`src/rtl/io_bus_arbiter.sv`:
```
// io_bus_arbiter: shares one io_register port between CPU and DMA, one registered single-beat transaction per grant
// Ports: clk_mem/reset (sync, active-high); cpu_*/dma_* request, we, addr, wdata, width in and ack, rdata out;
// io_addr/io_data_in/io_read/io_write/io_width drive io_register, io_data_out is its combinational read data.
module io_bus_arbiter #(
  parameter int DMA_BURST_MAX = 4
) (
  input  logic        clk_mem,
  input  logic        reset,
  input  logic        cpu_req,
  input  logic        cpu_we,
  input  logic [23:0] cpu_addr,
  input  logic [31:0] cpu_wdata,
  input  logic [1:0]  cpu_width,
  output logic        cpu_ack,
  output logic [31:0] cpu_rdata,
  input  logic        dma_req,
  input  logic        dma_we,
  input  logic [23:0] dma_addr,
  input  logic [31:0] dma_wdata,
  input  logic [1:0]  dma_width,
  output logic        dma_ack,
  output logic [31:0] dma_rdata,
  output logic [23:0] io_addr,
  output logic [31:0] io_data_in,
  input  logic [31:0] io_data_out,
  output logic        io_read,
  output logic        io_write,
  output logic [1:0]  io_width
);
  typedef enum logic [1:0] {IDLE, ACCESS, ACK} state_t;
  localparam logic [3:0] BURST_MAX = 4'(DMA_BURST_MAX);
  state_t     state, state_next;
  logic       grant, dma_win, owner_dma, we;
  logic [3:0] streak;
  always_comb begin
    grant      = cpu_req | dma_req;
    dma_win    = dma_req & ~(cpu_req & (streak == BURST_MAX));
    state_next = (state == IDLE) ? (grant ? ACCESS : IDLE) : (state == ACCESS) ? ACK : IDLE;
    io_read    = (state == ACCESS) & ~we;
    io_write   = (state == ACCESS) & we;
    cpu_ack    = (state == ACK) & ~owner_dma;
    dma_ack    = (state == ACK) & owner_dma;
  end
  always_ff @(posedge clk_mem)
    if (reset) state <= IDLE;
    else state <= state_next;
  always_ff @(posedge clk_mem) begin
    if (reset) begin
      owner_dma  <= 1'b0;
      we         <= 1'b0;
      streak     <= 4'd0;
      io_addr    <= 24'd0;
      io_data_in <= 32'd0;
      io_width   <= 2'd0;
      cpu_rdata  <= 32'd0;
      dma_rdata  <= 32'd0;
    end else begin
      if (state == IDLE && grant) begin
        owner_dma  <= dma_win;
        we         <= dma_win ? dma_we : cpu_we;
        io_addr    <= dma_win ? dma_addr : cpu_addr;
        io_data_in <= dma_win ? dma_wdata : cpu_wdata;
        io_width   <= dma_win ? dma_width : cpu_width;
        // streak only grows while the CPU is actually being held off
        streak     <= (dma_win & cpu_req) ? ((streak == BURST_MAX) ? BURST_MAX : streak + 4'd1) : 4'd0;
      end
      if (state == ACCESS && !we) begin
        if (owner_dma) dma_rdata <= io_data_out;
        else cpu_rdata <= io_data_out;
      end
    end
  end
endmodule

```
`config.mk`:
```
export PLATFORM = sky130hd
export DESIGN_NAME = io_bus_arbiter
export DESIGN_NICKNAME = d
export VERILOG_FILES = /design/src/rtl/io_bus_arbiter.sv
export SDC_FILE = /design/constraint.sdc
export NUM_CORES = 1
export LEC_CHECK = 0
export CAP_MARGIN = 20
export CORE_ASPECT_RATIO = 0.8
export CORE_MARGIN = 4
export CORE_UTILIZATION = 39
export DETAILED_ROUTE_END_ITERATION = 8
export PLACE_DENSITY = 0.81
export SYNTH_ARGS = -nofsm -noshare
export SYNTH_HDL_FRONTEND = slang
export SYNTH_SLANG_ARGS = --single-unit
```
`constraint.sdc`:
```
create_clock -name clk_mem -period 1.82 [get_ports clk_mem]
set_clock_uncertainty 0.05 [all_clocks]
set_input_delay 0.455 -clock clk_mem [delete_from_list [all_inputs] [get_ports clk_mem]]
set_output_delay 0.455 -clock clk_mem [all_outputs]
set_load 0.05 [all_outputs]
```
==> impl_metrics.yaml <==
# physical design summary
yosys:
  synth_cell_types: 26
  yosysTopAreaCell: "dfxtp_1"
  ys_seq_share_pct: 50.96
  synth_top_cell_by_count: "nand2_1"
  fp_nets: 812
  synth_cells: 656
  ys_chip_area_sq_um: 5107
  synthTopLogicFamily: "AND-OR/OR-AND gates"
  synth.area.top_cells: "dfxtp_1, nand2_1, a21oi_1"
  synth_warnings: 0
  yosys.area_share.adder_pct: 0.4900
  top_cells_by_count: "nand2_1, dfxtp_1, a21oi_1, nor2_1, a211oi_1"
  syn_avg_cell_area_sq_um: 7.786
  top_area_share_pct: 50.96
  aoi_share_pct: 21.73
die:
  rows: 37
  core_area_sq_um: 12820
  dieWidth_microns: 135.9
  die_y_microns: 110.4
detailed_routing:
  wl_met1_microns: 6951
  drc_errors: 0
  wl_met2_microns: 8469
  routed_wl_microns: 17400
  drtPass1Iterations: 4
  highest_layer: "met4"
  wl_met3_microns: 1565
  ant_nets: 0
  via_count: 5507
  vias_per_cell: 4.930
worst_setup_path:
  slowest_stage: "dfxtp_2"
  rrSetupSlack_ns: 0.17
  crit_chain: "nand2b_2 -> nor2_4 -> buf_12"
  worstReg2RegStart: "streak[1]$_SDFFE_PP0P_"
  rr_worst_depth: 7
  timing.rr.end: "io_addr[15]$_SDFFE_PP0P_"
  cp.required_ns: 1.31
  slowest_delay_ns: 0.35
  criticalPathCategory: "reg -> out"
  endpoint: "io_write"
  start_kind: "flop"
  crit_fanout: 5
  cp-end-kind: "output pin"
  crit_start: "state[1]$_SDFF_PP0_"
finish:
  lay_top_count: "nand2_1"
  seq_area_share_pct: 30.48
  largestClassByArea: "non-clock buffers"
  nonClkBufAreaFrac_pct: 33.40
  antenna_cells: 0
  mi_logic_area_sq_um: 2265
  comb_cells: 467
  drive_above_1_share_pct: 21.13
  flops: 130
  layout_top_cells: "nand2_1, clkdlybuf4s50_1, buf_4"
  fillCellCount: 1097
  final-seq-area_sq_um: 2606
  stdcell_count: 1117
  finalNetCount: 1085
  clk_share_pct: 6.849
  comb_area_share_pct: 26.49
  n_all_inverters: 5
job:
  tool_warnings: 27
  cap_violations: 0
global_route:
  grt_pass1_wl_microns: 26700
  grt_max_degree: 51
  met2_usage_pct: 39.13
  antenna_found_initial: 0
  met1_usage_pct: 26.17
  met3_usage_pct: 8.848
  grt-busiest-layer: "met2"
clock_network:
  clk_pin_slew_worst_paths_ns: 0.06
  root_buffer: "clkbuf_16"
  cts_tree: "done"
  numCtsBuffers: 17
  post_cts_buffers: 1
  clk_latency_ns: 0.40
  htree_levels: 4
  cts.sinks: 130
  postCtsHoldBufs: 0
sta:
  relSlewSlack_pct: 74.80
  slew_viol_final: 0
  max_freq_ghz: 0.5720
  worst_slew_pin_slew_ns: 0.3780
  hold_violations: 0
placed_design:
  dp_slack_ns: -0.2613
  io_buffers: 279
  globalplace.congestion: 0.8094
  dpl_cell_area_sq_um: 7936
  dp_hpwl_microns: 12680
  placedCellCount: 1084
power:
  combPwrFrac_pct: 25.3
  power_leader: "the clock network"
  power.share.switching_pct: 31.98
  sequentialPowerShare_pct: 36.4
  comb-power_uw: 2210
  seq_power_uw: 3190
  leakagePower_uw: 0.003465
  p_total_uw: 8760
  ir_drop_mv: 0.6238
  powerClk_uw: 3360
min_path:
  hold_class: "in -> reg"
  hold_path_end: "owner_dma$_SDFFE_PP0P_"
  hold_depth: 2
  hold_start: "reset"
run_status:
  status: "complete, no violations"
sizing.png
Drawn at 3 px/micron.
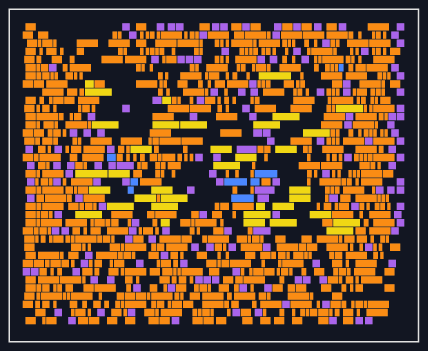
colour	size	cells
blue	x2	8
purple	x3 and x4	155
orange	x1 and smaller	743
yellow	x6 and larger	36
final instance area: 8549 sq um
Buffers, non-clock: 308
post-route setup slack: 0.07176 ns
Area growth, synth to finish: 67.39%

congestion_map.png
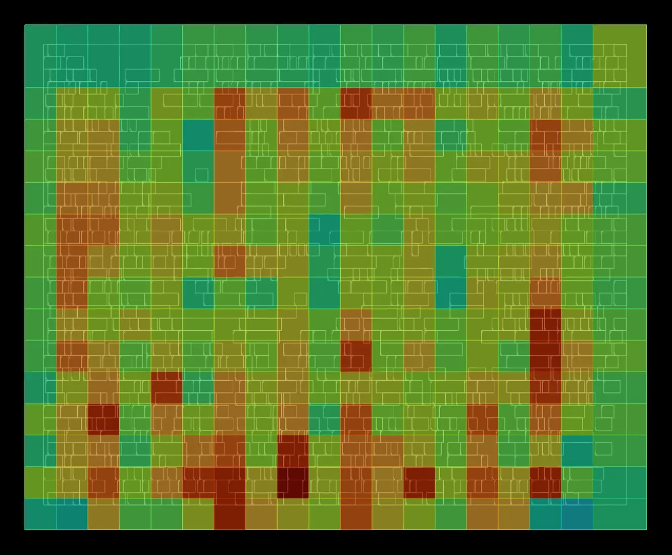
gr usage total: 22.61%
fin util: 66.67%
Routed wire per std cell: 15.58 microns

Power is estimated from default activity; no workload was simulated.
